**Signal metal coverage by tile**

Drawn at 2 px/um. 32 x 32 tiles, from white (low) to dark blue (high), scaled to the fullest tile. Values are wire area over tile area, all layers added.
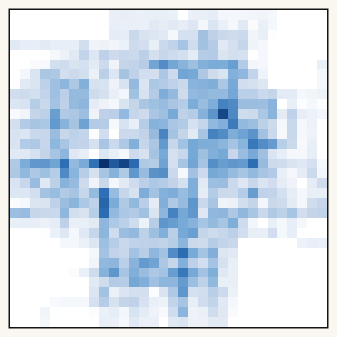
**Signal wires on met4**

Drawn at 3 px/um. Supply wires on this layer in gray.
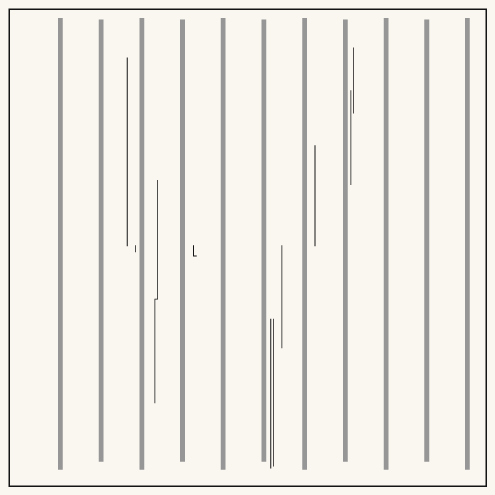
**Layout detail**

Window x 64 to 94, y 33 to 63 um. Cells in gray, sequential cells in the stronger gray; small squares are vias.
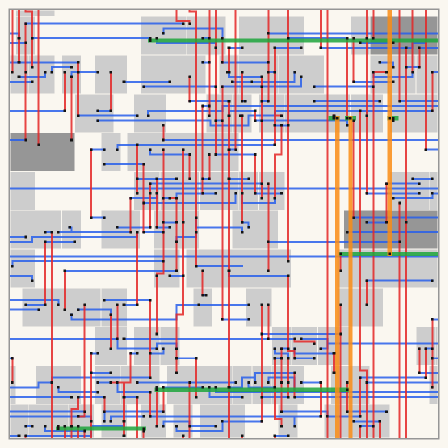
[config.mk]
export PLATFORM = sky130hd
export DESIGN_NAME = tsmm_dot_accumulator
export DESIGN_NICKNAME = d
export VERILOG_FILES = /design/src/rtl/tsmm_pkg.sv /design/src/rtl/tsmm_idx_counter.sv /design/src/rtl/tsmm_dot_accumulator.sv
export SDC_FILE = /design/constraint.sdc
export NUM_CORES = 1
export LEC_CHECK = 0
export CORE_MARGIN = 3
export CORE_UTILIZATION = 31
export DETAILED_ROUTE_END_ITERATION = 6
export PLACE_DENSITY = 0.58
export SLEW_MARGIN = 0
export SYNTH_ARGS = -nofsm -noshare
export SYNTH_HDL_FRONTEND = slang
export SYNTH_SLANG_ARGS = --single-unit
[constraint.sdc]
create_clock -name clk -period 4.8 [get_ports clk]
set_input_delay 0.96 -clock clk [delete_from_list [all_inputs] [get_ports clk]]
set_output_delay 0.96 -clock clk [all_outputs]
set_load 0.01 [all_outputs]
[src/rtl/tsmm_pkg.sv]
// tsmm_pkg: definitions shared across the tall-skinny matrix-multiply blocks.
//   - Default datapath widths and frame geometry.
//   - idx_w(n): index width for a counter that spans 0..n-1. It is never
//     smaller than 1 bit.
//   - tsmm_cidx_t: the C-element index tag. The upstream operand sequencer
//     uses the same tag.
package tsmm_pkg;

    localparam int TSMM_DATA_W = 32;
    localparam int TSMM_ACC_W  = 40;
    localparam int TSMM_K_DIM  = 16;
    localparam int TSMM_M_ROWS = 1024;
    localparam int TSMM_N_COLS = 16;

    // Index width for a counter over 0..n-1. It is at least 1 bit, so that a
    // degenerate dimension still has a real port.
    function automatic int idx_w(input int n);
        return (n <= 1) ? 1 : $clog2(n);
    endfunction

    localparam int TSMM_ROW_W = idx_w(TSMM_M_ROWS);
    localparam int TSMM_COL_W = idx_w(TSMM_N_COLS);

    typedef struct packed {
        logic [TSMM_ROW_W-1:0] row;
        logic [TSMM_COL_W-1:0] col;
        logic                  last;
    } tsmm_cidx_t;

endpackage : tsmm_pkg

[src/rtl/tsmm_idx_counter.sv]
// tsmm_idx_counter: cascaded wrap counters k -> col -> row. They walk the C
// matrix in row-major order, and each C element takes K_DIM beats.
//
// Ports:
//   clk, rst_n   clock, asynchronous active-low reset
//   clear        synchronous return of all counters to zero (has priority)
//   advance      one beat consumed this cycle
//   k_first      k == 0. The beat at the head of an element starts a fresh sum.
//   k_last       k == K_DIM-1. The current beat completes an element.
//   row, col     index of the C element currently being accumulated
//   frame_last   current element is C[M_ROWS-1][N_COLS-1]
module tsmm_idx_counter
    import tsmm_pkg::*;
#(
    parameter int K_DIM  = TSMM_K_DIM,
    parameter int M_ROWS = TSMM_M_ROWS,
    parameter int N_COLS = TSMM_N_COLS,
    parameter int K_W    = idx_w(K_DIM),
    parameter int ROW_W  = idx_w(M_ROWS),
    parameter int COL_W  = idx_w(N_COLS)
) (
    input  logic             clk,
    input  logic             rst_n,
    input  logic             clear,
    input  logic             advance,
    output logic             k_first,
    output logic             k_last,
    output logic [ROW_W-1:0] row,
    output logic [COL_W-1:0] col,
    output logic             frame_last
);

    localparam logic [K_W-1:0]   K_MAX   = K_W'(K_DIM - 1);
    localparam logic [ROW_W-1:0] ROW_MAX = ROW_W'(M_ROWS - 1);
    localparam logic [COL_W-1:0] COL_MAX = COL_W'(N_COLS - 1);

    logic [K_W-1:0] k;
    logic           row_last;
    logic           col_last;

    assign k_first    = (k == '0);
    assign k_last     = (k == K_MAX);
    assign row_last   = (row == ROW_MAX);
    assign col_last   = (col == COL_MAX);
    assign frame_last = row_last && col_last;

    always_ff @(posedge clk or negedge rst_n) begin
        if (!rst_n) begin
            k   <= '0;
            row <= '0;
            col <= '0;
        end else if (clear) begin
            k   <= '0;
            row <= '0;
            col <= '0;
        end else if (advance) begin
            if (k_last) begin
                k <= '0;
                if (col_last) begin
                    col <= '0;
                    // At the end of a frame the row wraps back to 0 for the next frame.
                    row <= row_last ? '0 : row + 1'b1;
                end else begin
                    col <= col + 1'b1;
                end
            end else begin
                k <= k + 1'b1;
            end
        end
    end

endmodule : tsmm_idx_counter

[src/rtl/tsmm_dot_accumulator.sv]
// tsmm_dot_accumulator: sums each run of K_DIM consecutive signed products
// into one C element. The element is emitted with its (row, col) index
// through a single output holding register.
//
// Handshake: a transfer happens on a rising edge where valid && ready.
// valid must not depend on ready. While valid is high and ready is low, the
// producer holds its payload stable.
//
// Ports:
//   clk, rst_n            clock, asynchronous active-low reset
//   clear                 synchronous frame abort. It drops the partial sum,
//                         the indices and any held output, and it discards a
//                         beat offered in the same cycle.
//   in_valid/in_ready     product beat handshake. in_ready = !out_valid || out_ready.
//   in_data               signed product (DATA_W)
//   out_valid/out_ready   C element handshake
//   out_data              signed sum (ACC_W, wraps modulo 2^ACC_W)
//   out_row, out_col      index of out_data
//   out_last              out_data is the final element of the frame
//   busy                  a partial sum or a held output exists
module tsmm_dot_accumulator
    import tsmm_pkg::*;
#(
    parameter int DATA_W = TSMM_DATA_W,
    parameter int ACC_W  = TSMM_ACC_W,
    parameter int K_DIM  = TSMM_K_DIM,
    parameter int M_ROWS = TSMM_M_ROWS,
    parameter int N_COLS = TSMM_N_COLS
) (
    input  logic                       clk,
    input  logic                       rst_n,
    input  logic                       clear,
    input  logic                       in_valid,
    output logic                       in_ready,
    input  logic [DATA_W-1:0]          in_data,
    output logic                       out_valid,
    input  logic                       out_ready,
    output logic [ACC_W-1:0]           out_data,
    output logic [idx_w(M_ROWS)-1:0]   out_row,
    output logic [idx_w(N_COLS)-1:0]   out_col,
    output logic                       out_last,
    output logic                       busy
);

    localparam int ROW_W = idx_w(M_ROWS);
    localparam int COL_W = idx_w(N_COLS);

    logic             accept;
    logic             k_first;
    logic             k_last;
    logic [ROW_W-1:0] cur_row;
    logic [COL_W-1:0] cur_col;
    logic             frame_last;
    logic [ACC_W-1:0] acc;
    logic [ACC_W-1:0] in_ext;
    logic [ACC_W-1:0] acc_sum;

    // The only backpressure is a held output that the consumer is not taking
    // this cycle. When the output drains and a new element completes in the
    // same cycle, the stream runs without bubbles.
    assign in_ready = !out_valid || out_ready;
    assign accept   = in_valid && in_ready && !clear;

    assign in_ext  = ACC_W'($signed(in_data));
    // The first beat of an element replaces the stale sum, so acc never
    // needs its own reset between elements. With K_DIM == 1 every beat is a
    // first beat, and the sum is just the extended input.
    assign acc_sum = (k_first ? '0 : acc) + in_ext;

    assign busy = out_valid || !k_first;

    tsmm_idx_counter #(
        .K_DIM  (K_DIM),
        .M_ROWS (M_ROWS),
        .N_COLS (N_COLS)
    ) u_idx (
        .clk        (clk),
        .rst_n      (rst_n),
        .clear      (clear),
        .advance    (accept),
        .k_first    (k_first),
        .k_last     (k_last),
        .row        (cur_row),
        .col        (cur_col),
        .frame_last (frame_last)
    );

    // Partial-sum register
    always_ff @(posedge clk or negedge rst_n) begin
        if (!rst_n) begin
            acc <= '0;
        end else if (clear) begin
            acc <= '0;
        end else if (accept && !k_last) begin
            acc <= acc_sum;
        end
    end

    // Output holding register. A completing beat has priority over draining,
    // so a drain and a reload in the same cycle keep out_valid high.
    always_ff @(posedge clk or negedge rst_n) begin
        if (!rst_n) begin
            out_valid <= 1'b0;
            out_data  <= '0;
            out_row   <= '0;
            out_col   <= '0;
            out_last  <= 1'b0;
        end else if (clear) begin
            out_valid <= 1'b0;
        end else if (accept && k_last) begin
            out_valid <= 1'b1;
            out_data  <= acc_sum;
            out_row   <= cur_row;
            out_col   <= cur_col;
            out_last  <= frame_last;
        end else if (out_valid && out_ready) begin
            out_valid <= 1'b0;
        end
    end

endmodule : tsmm_dot_accumulator

==> metrics.yaml <==
outcome: "finished clean"
p_per_area_nw_per_um2: 312
cp-end-kind: "flip-flop"
fin_util: 0.397
core-area_um2: 22800
postCtsSetupBuffers: 0
grt_use_total: 0.158
ys_warn_count: 0
drv_cap: 0
fin_crit_ps: 4070
place_area_um2: 8410
setup_slack_ps: 729
drt_drc_violations_left: 0
via_per_inst: 4.85
worst_pin_slew_ps: 959
cts.sinks: 114
max_freq_mhz: 246
min_period_over_period: 0.848
slowest_stage: "buf_4"
grt_setup_unrepaired: "false"
setup_viol: 0
synth-async-reset-ratio: 1.00
clock_latency_ps: 420
root_buffer: "clkbuf_16"
antenna_found_initial: 1
io_pins: 95
syn-cell-area_um2: 7210
drtIter0Drc: 411
stdcell_area_um2: 9050
clock_tree.htree_level_count: 4
clockBufferDepth: 2
layout_top_cell: "nand2_1"
place_ws_ps: 492
ys_cells: 846
slew_headroom: 0.361
finalPower_mw: 2.83
critPathRequiredTime_ps: 5110
worst-endpoint-arrival_ps: 4380
fp-utilization: 0.316
hold_viol_final: 0
drtAntennaViolNets: 0
skew_ps: 10.6
cp_max_fo: 36
timing.hold.ws_ps: 475
routedWlPerCell_um: 15.2
drive_above_1_share: 0.0788
syn_nets: 927
openroad.warnings: 27
ys_seq_frac: 0.396
min_path_type: "flip-flop to flip-flop"
die_area_um2: 25100
ys.flops: 114
flop_cell: "dfrtp_1"
fin_nets: 1007
finalNonFillerCells: 1252
postCtsHoldBufs: 0
postSynthCellCount: 846
io_buffers: 94
ys_area_um2: 7210
grt_max_degree: 78
critPathLaunchType: "flip-flop"
chipWidth_um: 158
ir_worst_vdd_uv: 189
path_clk_slew_ps: 60
grt_pass1_vias: 5880
overflow: 0
rows: 55
final_cell_mix: "nand2_1, dfrtp_1, clkdlybuf4s50_1"
maxSlewViolCount: 0
p_leak_nw: 4.31
cts_resized: 0
grt_pass1_wl_mm: 31.2
dr.pass1.iters: 4
ys_types: 69
cts_buffers: 17
cts_tree: "yes"
enable_flop_cells: 0
avgSynthCellArea_um2: 8.52
finalSetupTns_ps: 0
synthToLayoutAreaGrowth_pct: 25.6
path_cells: "inv_1 > ha_1 > nor3b_2 > buf_4 > nor2b_1 > ha_1 > nand2_1 > o21ai_0 > nand3_1 > a31oi_4 > a211o_4 > a31oi_4 > o311ai_4 > nand2_4 > xnor3_1 > mux2_4"
diodes: 0
die_h_um: 158
slowest_delay_ps: 430
place_hpwl_mm: 13.7
About 'signal metal coverage by tile':
- densest ninth of the die: middle
- tiles over half the peak: 7.2%
- fullest tile: 0.58
- mean over tiles: 0.12

About 'signal wires on met4':
- longest straight run: 62.6 um
- nets with wire on the layer: 7
total number of vias: 6,077
drt total wl: 19.0 mm

About 'layout detail':
- green: met3
- blue: met1
- orange: met4
- red: met2
- netlist names of flops here include: `acc` (2)
- cells with their middle in the window: 71
- sequential cells in the window: 2
- most frequent: nand2_1 (9), a21oi_1 (9)

registers in the layout, summed over array words and instances, names as in the netlist:
name and flops:
acc 40, u_idx.row 10, u_idx.k 4, u_idx.col 4, out_data 40, out_col 4
out_last 1, out_valid 1, out_row 10
worst paths after layout:
| check | startpoint | endpoint | slack, ps | cells past startpoint |
|---|---|---|---|---|
| max | u_idx.k[0] | out_data[39] | 730 | 16 |
| min | out_data[7] | out_data[7] | 470 | 2 |
| max reg2reg | u_idx.k[0] | out_data[39] | 730 | 16 |
| min reg2reg | out_data[7] | out_data[7] | 470 | 2 |
| max in group asynchronous | rst_n | out_data[22] | 3260 | 2 |
| min in group asynchronous | rst_n | out_data[7] | 600 | 1 |
cell families after synthesis:
group,after synthesis,synth area share
AND/OR/NAND/NOR,396,0.259
AND-OR/OR-AND,185,0.169
flip-flops,114,0.396
buffers and inverters,61,0.0394
adder cells (fa/ha/maj),44,0.0774
XOR/XNOR,42,0.0529
multiplexers,4,0.00642
synth_stat cells (all sizes together), types with 10 or more instances:
master / n / area share
nand3: 20 / 0.014
nor3: 12 / 0.0083
nor2b: 49 / 0.043
nor2: 37 / 0.019
a21oi: 77 / 0.055
inv: 15 / 0.0078
clkbuf: 35 / 0.018
xor2: 18 / 0.022
dfrtp: 114 / 0.40
a21o: 27 / 0.028
buf: 10 / 0.011
xnor2: 23 / 0.028
ha: 43 / 0.075
o21ai: 43 / 0.031
nand2: 215 / 0.11
cell type report:
class	count	area, um^2
Fill cell	2327	13700
Multi-Input combinational cell	671	4080
Sequential cell	114	2850
Timing Repair Buffer	107	1030
Clock buffer	17	425
Tap cell	313	392
Clock inverter	15	213
Inverter	15	56.3
power by group:
group	internal (mW)	switching [mW]
logic	0.171	0.244
registers	0.996	0.0200
clock network	0.884	0.514
total	2.05	0.777
worst max-delay path, delay by kind of cell (launching register included):
family | cells | cell delay, ps
compound gates | 5 | 1210
xor+xnor | 1 | 330
fa+ha+maj | 2 | 500
buf+inv | 2 | 500
flops | 1 | 420
mux | 1 | 270
simple gates | 5 | 730
metal layers:
metal	global-route usage	up-vias	routed length [um]
met2	0.247	116	8660
met1	0.212	2875	9030
li1	-	3060	-
met5	0	-	19
met4	0.0537	2	362
met3	0.0405	24	950
Power is estimated from default activity; no workload was simulated.
